### src/rtl/spi_pkg.sv
// -----------------------------------------------------------------------------
// spi_pkg
// Shared definitions for the SPI responder and the matching SPI master:
// FSM state encoding, default frame length and minimum sclk half-period
// (in CLOCK_50 cycles) that the oversampling front end can resolve.
// -----------------------------------------------------------------------------
package spi_pkg;

  typedef enum logic [1:0] {
    StIdle  = 2'd0,
    StShift = 2'd1,
    StDone  = 2'd2
  } spi_state_e;

  localparam int unsigned DefBitsTransfer   = 16;
  localparam int unsigned MinSclkHalfPeriod = 4;

endpackage : spi_pkg

### src/rtl/spi_sync_edge.sv
// -----------------------------------------------------------------------------
// spi_sync_edge
// Two-flop synchronizer for one asynchronous pin plus a third flop for edge
// detection. Rise/fall strobes are single-cycle and are suppressed until the
// whole pipeline holds real pin samples, so a pin that differs from the reset
// value at reset release never produces a phantom edge.
//
// Ports:
//   i_clk    system clock
//   i_rst_n  asynchronous active-low reset
//   i_async  asynchronous pin
//   o_level  synchronized level
//   o_rise   one-cycle strobe on a synchronized 0->1 transition
//   o_fall   one-cycle strobe on a synchronized 1->0 transition
// -----------------------------------------------------------------------------
module spi_sync_edge #(
  parameter logic ResetVal = 1'b0
) (
  input  logic i_clk,
  input  logic i_rst_n,
  input  logic i_async,
  output logic o_level,
  output logic o_rise,
  output logic o_fall
);

  logic       r_meta;
  logic       r_sync;
  logic       r_prev;
  logic [2:0] r_primed;

  always_ff @(posedge i_clk or negedge i_rst_n) begin
    if (!i_rst_n) begin
      r_meta   <= ResetVal;
      r_sync   <= ResetVal;
      r_prev   <= ResetVal;
      r_primed <= 3'b000;
    end else begin
      r_meta   <= i_async;
      r_sync   <= r_meta;
      r_prev   <= r_sync;
      r_primed <= {r_primed[1:0], 1'b1};
    end
  end

  // r_primed[2] is set once r_prev holds a genuine pin sample.
  assign o_level = r_sync;
  assign o_rise  = r_primed[2] & r_sync & ~r_prev;
  assign o_fall  = r_primed[2] & ~r_sync & r_prev;

endmodule : spi_sync_edge

### src/rtl/spi_slave.sv
// -----------------------------------------------------------------------------
// spi_slave
// SPI responder, Mode 0, MSB first. sclk, ss_n and mosi are oversampled on
// CLOCK_50. A tx word is captured at frame start and shifted out on miso; the
// received word is presented on rx_data with rx_valid / rx_pending handshake.
//
// Ports:
//   CLOCK_50    system clock
//   rst_n       asynchronous active-low reset
//   sclk        SPI clock (idles low)
//   ss_n        slave select, active-low
//   mosi        serial data in
//   miso        serial data out, 0 while deselected
//   tx_data     word to send, captured on the ss_n falling edge
//   rx_data     last complete received word
//   rx_valid    one-cycle pulse when rx_data updates
//   rx_ack      consumer acknowledge; clears rx_pending and overrun
//   rx_pending  rx_data holds an unread word
//   overrun     sticky: frame completed while a word was still unread
//   frame_err   one-cycle pulse when ss_n rises mid-frame
//   busy        high while shifting
// -----------------------------------------------------------------------------
module spi_slave
  import spi_pkg::*;
#(
  parameter int unsigned bits_transfer = DefBitsTransfer
) (
  input  logic                     CLOCK_50,
  input  logic                     rst_n,
  input  logic                     sclk,
  input  logic                     ss_n,
  input  logic                     mosi,
  output logic                     miso,
  input  logic [bits_transfer-1:0] tx_data,
  output logic [bits_transfer-1:0] rx_data,
  output logic                     rx_valid,
  input  logic                     rx_ack,
  output logic                     rx_pending,
  output logic                     overrun,
  output logic                     frame_err,
  output logic                     busy
);

  localparam int unsigned counter_width = $clog2(bits_transfer) + 1;
  localparam logic [counter_width-1:0] CntFull = counter_width'(bits_transfer);

  logic w_sclk_level, w_sclk_rise, w_sclk_fall;
  logic w_ss_level, w_ss_rise, w_ss_fall;
  logic w_mosi_sync, w_mosi_rise, w_mosi_fall;

  spi_sync_edge #(.ResetVal(1'b0)) u_sync_sclk (
    .i_clk   (CLOCK_50),
    .i_rst_n (rst_n),
    .i_async (sclk),
    .o_level (w_sclk_level),
    .o_rise  (w_sclk_rise),
    .o_fall  (w_sclk_fall)
  );

  spi_sync_edge #(.ResetVal(1'b1)) u_sync_ss (
    .i_clk   (CLOCK_50),
    .i_rst_n (rst_n),
    .i_async (ss_n),
    .o_level (w_ss_level),
    .o_rise  (w_ss_rise),
    .o_fall  (w_ss_fall)
  );

  spi_sync_edge #(.ResetVal(1'b0)) u_sync_mosi (
    .i_clk   (CLOCK_50),
    .i_rst_n (rst_n),
    .i_async (mosi),
    .o_level (w_mosi_sync),
    .o_rise  (w_mosi_rise),
    .o_fall  (w_mosi_fall)
  );

  // Only edges of sclk/ss_n and the level of mosi are needed.
  logic w_unused;
  assign w_unused = ^{w_sclk_level, w_ss_level, w_mosi_rise, w_mosi_fall};

  spi_state_e                 r_state;
  logic [bits_transfer-1:0]   r_tx_shift;
  logic [bits_transfer-1:0]   r_rx_shift;
  logic [counter_width-1:0]   r_cnt;
  logic                       r_miso;
  logic [bits_transfer-1:0]   r_rx_data;
  logic                       r_rx_valid;
  logic                       r_rx_pending;
  logic                       r_overrun;
  logic                       r_frame_err;
  logic                       r_busy;

  always_ff @(posedge CLOCK_50 or negedge rst_n) begin
    if (!rst_n) begin
      r_state      <= StIdle;
      r_tx_shift   <= '0;
      r_rx_shift   <= '0;
      r_cnt        <= '0;
      r_miso       <= 1'b0;
      r_rx_data    <= '0;
      r_rx_valid   <= 1'b0;
      r_rx_pending <= 1'b0;
      r_overrun    <= 1'b0;
      r_frame_err  <= 1'b0;
      r_busy       <= 1'b0;
    end else begin
      r_rx_valid  <= 1'b0;
      r_frame_err <= 1'b0;
      if (rx_ack) begin
        r_rx_pending <= 1'b0;
        r_overrun    <= 1'b0;
      end

      case (r_state)
        StIdle: begin
          if (w_ss_fall) begin
            r_tx_shift <= tx_data;
            r_miso     <= tx_data[bits_transfer-1];
            r_cnt      <= '0;
            r_rx_shift <= '0;
            r_busy     <= 1'b1;
            r_state    <= StShift;
          end else if (w_ss_rise) begin
            r_miso <= 1'b0;
          end
        end

        StShift: begin
          // A full count wins over a coincident ss_rise: the frame is good.
          if (r_cnt == CntFull) begin
            r_busy  <= 1'b0;
            r_state <= StDone;
          end else if (w_ss_rise) begin
            r_frame_err <= 1'b1;
            r_miso      <= 1'b0;
            r_busy      <= 1'b0;
            r_state     <= StIdle;
          end else begin
            if (w_sclk_rise) begin
              r_rx_shift <= {r_rx_shift[bits_transfer-2:0], w_mosi_sync};
              r_cnt      <= r_cnt + counter_width'(1);
            end
            if (w_sclk_fall) begin
              r_tx_shift <= r_tx_shift << 1;
              r_miso     <= r_tx_shift[bits_transfer-2];
            end
          end
        end

        StDone: begin
          r_rx_data    <= r_rx_shift;
          r_rx_valid   <= 1'b1;
          r_rx_pending <= 1'b1;
          if (r_rx_pending && !rx_ack) begin
            r_overrun <= 1'b1;
          end
          if (w_ss_rise) begin
            r_miso <= 1'b0;
          end
          r_state <= StIdle;
        end

        default: begin
          r_busy  <= 1'b0;
          r_miso  <= 1'b0;
          r_state <= StIdle;
        end
      endcase
    end
  end

  assign miso       = r_miso;
  assign rx_data    = r_rx_data;
  assign rx_valid   = r_rx_valid;
  assign rx_pending = r_rx_pending;
  assign overrun    = r_overrun;
  assign frame_err  = r_frame_err;
  assign busy       = r_busy;

endmodule : spi_slave

### config.mk
export PLATFORM = sky130hd
export DESIGN_NAME = spi_slave
export DESIGN_NICKNAME = d
export VERILOG_FILES = /design/src/rtl/spi_pkg.sv /design/src/rtl/spi_sync_edge.sv /design/src/rtl/spi_slave.sv
export SDC_FILE = /design/constraint.sdc
export NUM_CORES = 1
export LEC_CHECK = 0
export CORE_AREA = 5 5 106 108
export DETAILED_ROUTE_END_ITERATION = 7
export DIE_AREA = 0 0 111 113
export PLACE_DENSITY = 0.5
export SYNTH_ARGS = -nofsm -noshare
export SYNTH_HDL_FRONTEND = slang
export SYNTH_SLANG_ARGS = --single-unit
### constraint.sdc
create_clock -name CLOCK_50 -period 2.3 [get_ports CLOCK_50]
set_clock_uncertainty 0.2 [all_clocks]
set_input_delay 0.46 -clock CLOCK_50 [delete_from_list [all_inputs] [get_ports CLOCK_50]]
set_output_delay 0.46 -clock CLOCK_50 [all_outputs]
set_load 0.005 [all_outputs]
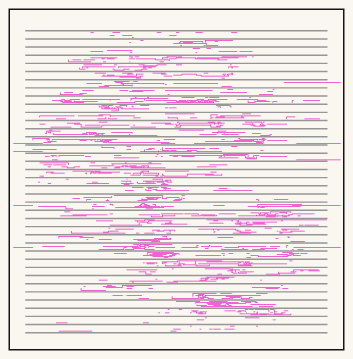
*Signal wires on met1, run 1*
Scale: 3 px per um. Supply wires on this layer in gray.
main direction	horizontal
share of all routed wire	50%

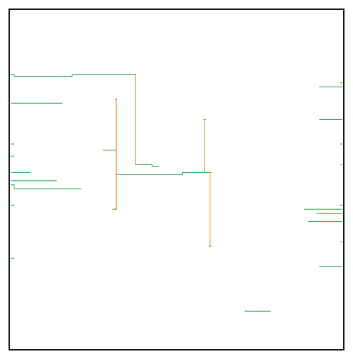
*Signal wires by layer, run 1*
Scale: 3 px per um. Two of the layers only.
color	layer	wire length
green	metal 3	219 um
orange	metal 4	109 um

==> reports/qor_table.md, run 1 <==
| Metric | Reported | Unit |
|---|---|---|
| Area leader, netlist | dfrtp_1 | - |
| Hold-fix buffer count after cts | 1 | - |
| Number of sinks handled by clock tree synthesis | 71 | - |
| Summed standard-cell area reported by yosys | 2957 | sq um |
| Most Crowded Layer GR | met2 | - |
| Post-DP HPWL | 4090 | um |
| Vertical die size | 113 | um |
| Clk buf depth | 2 | - |
| Fin crit period | 2070 | ps |
| Clock buffer count in the final layout | 11 | - |
| Critical register-to-register path startpoint | r_cnt[0] | - |
| Result of the run | finished clean | - |
| Tap cell instance count | 136 | - |
| Non-clk bufs | 55 | - |
| Area of all placed cells without fillers | 3745 | sq um |
| Detailed-route vias per instance | 4.555 | - |
| Uppermost layer routed | met4 | - |
| Overall routed net length | 6108 | um |
| Placed inst area | 3536 | sq um |
| GR Util met3 | 0.02941 | - |
| Layout multi-input combinational cell count | 165 | - |
| Growth of design area from synthesis to finish | 26.66 | % |
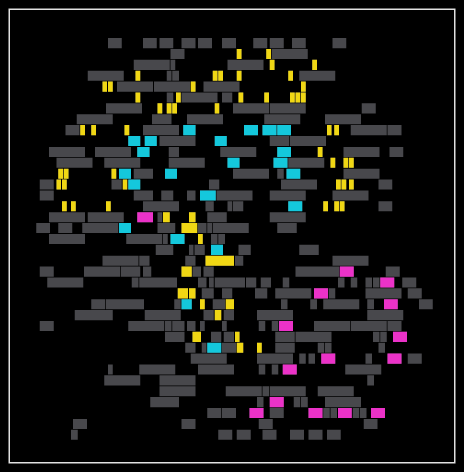
*Selected gate families, run 1*
Scale: 4 px per um.
color	family	cells	most used
cyan	non-inverting ao/oa cells	22	a22o_1
yellow	nand cells	63	nand2_1
magenta	mux cells	15	mux2i_1

==> run 2, diff against run 1 <==
Settings changed: CELL_PAD_IN_SITES_DETAIL_PLACEMENT from default to 0, CELL_PAD_IN_SITES_GLOBAL_PLACEMENT from default to 1, PLACE_DENSITY 0.5 to 0.6.
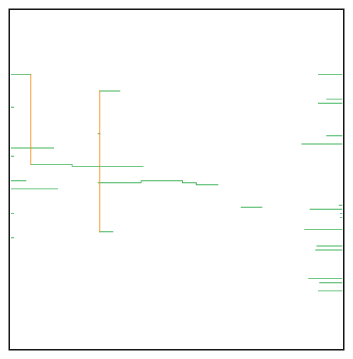
*Signal wires by layer, run 2*
Scale: 3 px per um. Two of the layers only.
detail-routed net length per standard cell: 13.00 um
routed vias: 2001
total track usage: 0.1009

==> run 2 against run 1 <==
Net effect: maximum frequency shrank 1.2%; sequential cell count is the same; final cell count shrank 0.22%; largest cell class unchanged.
==> reports/qor_table.md, run 2 <==
| Metric | Reported | Unit | Change |
|---|---|---|---|
| Result of the run | finished clean | - | unchanged |
| Hold-fix buffer count after cts | 1 | - | unchanged |
| Clock buffer count in the final layout | 10 | - | was 11 |
| Area leader, netlist | dfrtp_1 | - | unchanged |
| Summed standard-cell area reported by yosys | 2957 | sq um | unchanged |
| Most Crowded Layer GR | met2 | - | unchanged |
| Clk buf depth | 2 | - | unchanged |
| Tap cell instance count | 136 | - | unchanged |
| Critical register-to-register path startpoint | r_cnt[0] | - | unchanged |
| Maximum number of pins on one net before global-route repair | 72 | - | was 24 |
| Placed inst area | 3521 | sq um | was 3536 sq um |
| Fin crit period | 2095 | ps | was 2070 ps |
| Growth of design area from synthesis to finish | 26.20 | % | was 26.66% |
| Vertical die size | 113 | um | unchanged |
| Non-clk bufs | 53 | - | was 55 |
| GR Util met3 | 0.03155 | - | was 0.02941 |
| Uppermost layer routed | met4 | - | unchanged |
| Detailed-route vias per instance | 4.467 | - | was 4.555 |
| Number of sinks handled by clock tree synthesis | 71 | - | unchanged |
| Number of pins exceeding their max-slew limit in the final report | 0 | - | unchanged |
| Top cell family by delay on the critical path | AND-OR/OR-AND gates | - | unchanged |
| Top cells by area | dfrtp_1 58%, nand2_1 6.6%, o21ai_0 5.4%, mux2i_1 4.7%, a22o_1 3.0% | - | unchanged |
| Area of all placed cells without fillers | 3731 | sq um | was 3745 sq um |
| Overall routed net length | 5826 | um | was 6108 um |
==> run 3, diff against run 2 <==
Settings changed: ABC_AREA from default to 1, CAP_MARGIN from default to 10, CORE_AREA 5 5 106 108 to 5 5 108 110, DIE_AREA 0 0 111 113 to 0 0 113 115, PLACE_DENSITY 0.6 to 0.63.
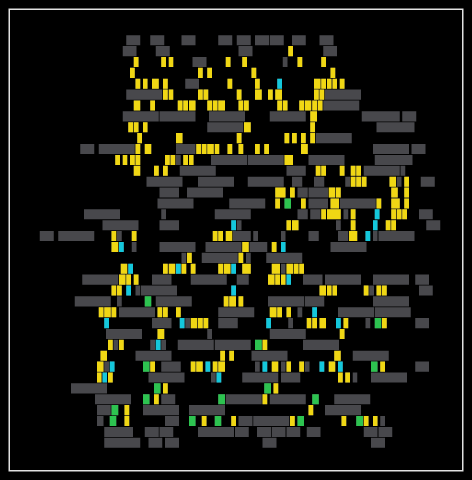
*Selected gate families, run 3*
Scale: 4 px per um.
color	family	cells	most used
cyan	nor cells	26	nor2_1
green	aoi and oai cells	17	o21ai_0
yellow	nand cells	213	nand2_1
Cell Count, Final, Fillers Out: 570
Comb area share: 0.2837

==> run 3 against run 2 <==
Net effect: worst setup slack better by 140 ps; maximum frequency is 7.1% higher; clock power is 3.1% lower; sequential cell count stayed put; synthesized area is 5.4% higher; power is 6.3% higher; critical endpoint is now r_tx_shift[4]; largest power group unchanged.
==> reports/qor_table.md, run 3 <==
| Metric | Reported | Unit | Change |
|---|---|---|---|
| Hold Path Stages | 0 | - | unchanged |
| Synthesized registers | 71 | - | unchanged |
| Number of post-CTS setup repair buffers | 0 | - | unchanged |
| Storage cell area | 1780 | sq um | unchanged |
| GR Util met3 | 0.02105 | - | was 0.03155 |
| Placed inst area | 3667 | sq um | was 3521 sq um |
| Area share of xor/xnor cells in the synthesized design | 0.002810 | - | was 0.002962 |
| Growth of design area from synthesis to finish | 24.09 | % | was 26.20% |
| Critical register-to-register path startpoint | r_cnt[0] | - | unchanged |
| Deepest level of the CTS H-tree | 3 | - | unchanged |
| Design internal power | 2207 | uW | was 2221 uW |
| Terminus of the critical flop-to-flop path | r_tx_shift[4] | - | was r_cnt[4] |
| Top post-synthesis cells by count | 163 x nand2_1, 68 x dfrtp_1, 42 x nand3_1 | - | was 68 x dfrtp_1, 52 x nand2_1, 32 x o21ai_0 |
| Detail-routed net length per standard cell | 11.54 | um | was 13.00 um |
| Fin crit period | 1957 | ps | was 2095 ps |
| Post-DP HPWL | 4218 | um | was 3739 um |
| Total track usage | 0.1081 | - | was 0.1009 |
| Detailed-route vias per instance | 4.289 | - | was 4.467 |
| Clock buffer count in the final layout | 16 | - | was 10 |
| Tap cell instance count | 140 | - | was 136 |
| Number of pins exceeding their max-slew limit in the final report | 0 | - | unchanged |
| Master cell of the clock root buffer | clkbuf_8 | - | unchanged |
| Result of the run | finished clean | - | unchanged |
| Clk buf depth | 2 | - | unchanged |
| Area leader, netlist | dfrtp_1 | - | unchanged |
| Top cell family by delay on the critical path | simple AND/OR/NAND/NOR gates | - | was AND-OR/OR-AND gates |
| Share of cells above drive strength 1 | 0.06977 | - | was 0.1506 |
| Overall routed net length | 6578 | um | was 5826 um |
| Vertical die size | 115 | um | was 113 um |
| Number of sinks handled by clock tree synthesis | 71 | - | unchanged |
| Worst path cell trace | inv_1, ha_1, nand2_1, inv_1, nand2_1, nand3_2, nand2_2, buf_4, nand2_2, nand2_1, nand2_1 | - | was inv_1, ha_1, nand4bb_1, buf_4, a31oi_1, or2_4, a221o_2 |
| Area of all placed cells without fillers | 3867 | sq um | was 3731 sq um |
| Routed vias | 2445 | - | was 2001 |
| Relative slew slack | 0.4605 | - |  |
| Uppermost layer routed | met4 | - | unchanged |
| MI comb area | 1097 | sq um | was 1041 sq um |
| Non-clk bufs | 52 | - | was 53 |
| Maximum number of pins on one net before global-route repair | 72 | - | unchanged |
| Layout multi-input combinational cell count | 260 | - | was 165 |
| Detailed-routing wirelength on met1 | 3018 | um | was 2880 um |
| Wire length of the first global-routing pass | 11340 | um | was 10470 um |
| Most Crowded Layer GR | met2 | - | unchanged |
| Reg2reg setup slack | 340 | ps | was 210 ps |
| # rows | 38 | - | was 37 |
| Hold-fix buffer count after cts | 1 | - | unchanged |
| Summed standard-cell area reported by yosys | 3117 | sq um | was 2957 sq um |
| Pwr Total | 3220 | uW | was 3030 uW |
| Critical Path Sink Type | flop | - | unchanged |
| Top cells by area | dfrtp_1 55%, nand2_1 20%, nand3_1 6.7%, inv_1 3.6%, nor2_1 3.1% | - | was dfrtp_1 58%, nand2_1 6.6%, o21ai_0 5.4%, mux2i_1 4.7%, a22o_1 3.0% |

==> notes/layouts.md <==
Pictures saved along the way, in no particular order.

Zoomed window.
panel A
Region (40, 64) to (70, 94) um. Cells in gray, sequential cells in the stronger gray; small squares are vias.
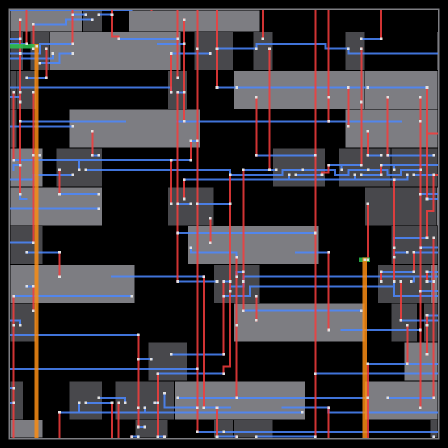
panel B
Region (40, 64) to (70, 94) um. Cells in gray, sequential cells in the stronger gray; small squares are vias.
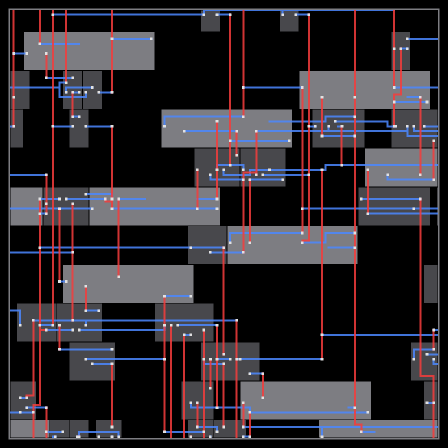
panel C
Region (42, 66) to (72, 96) um. Cells in gray, sequential cells in the stronger gray; small squares are vias.
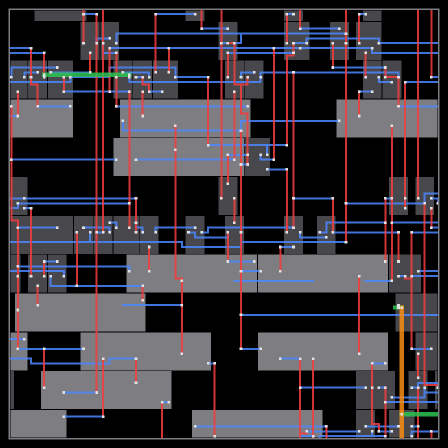
Panel C is run 3.
Panel B is run 2.
Panel A is run 1.

Key to panel A:
color	layer
red	metal 2
blue	metal 1
orange	metal 4
green	metal 3
sequential cells in the window	13
cells with their middle in the window	36
most frequent	dfrtp_1 (13), nand2_1 (6), a22o_2 (5)
netlist names of flops here include	`r_rx_shift` (8), `r_cnt` (2), `rx_data` (2)

Power and IR drop assume default switching activity.
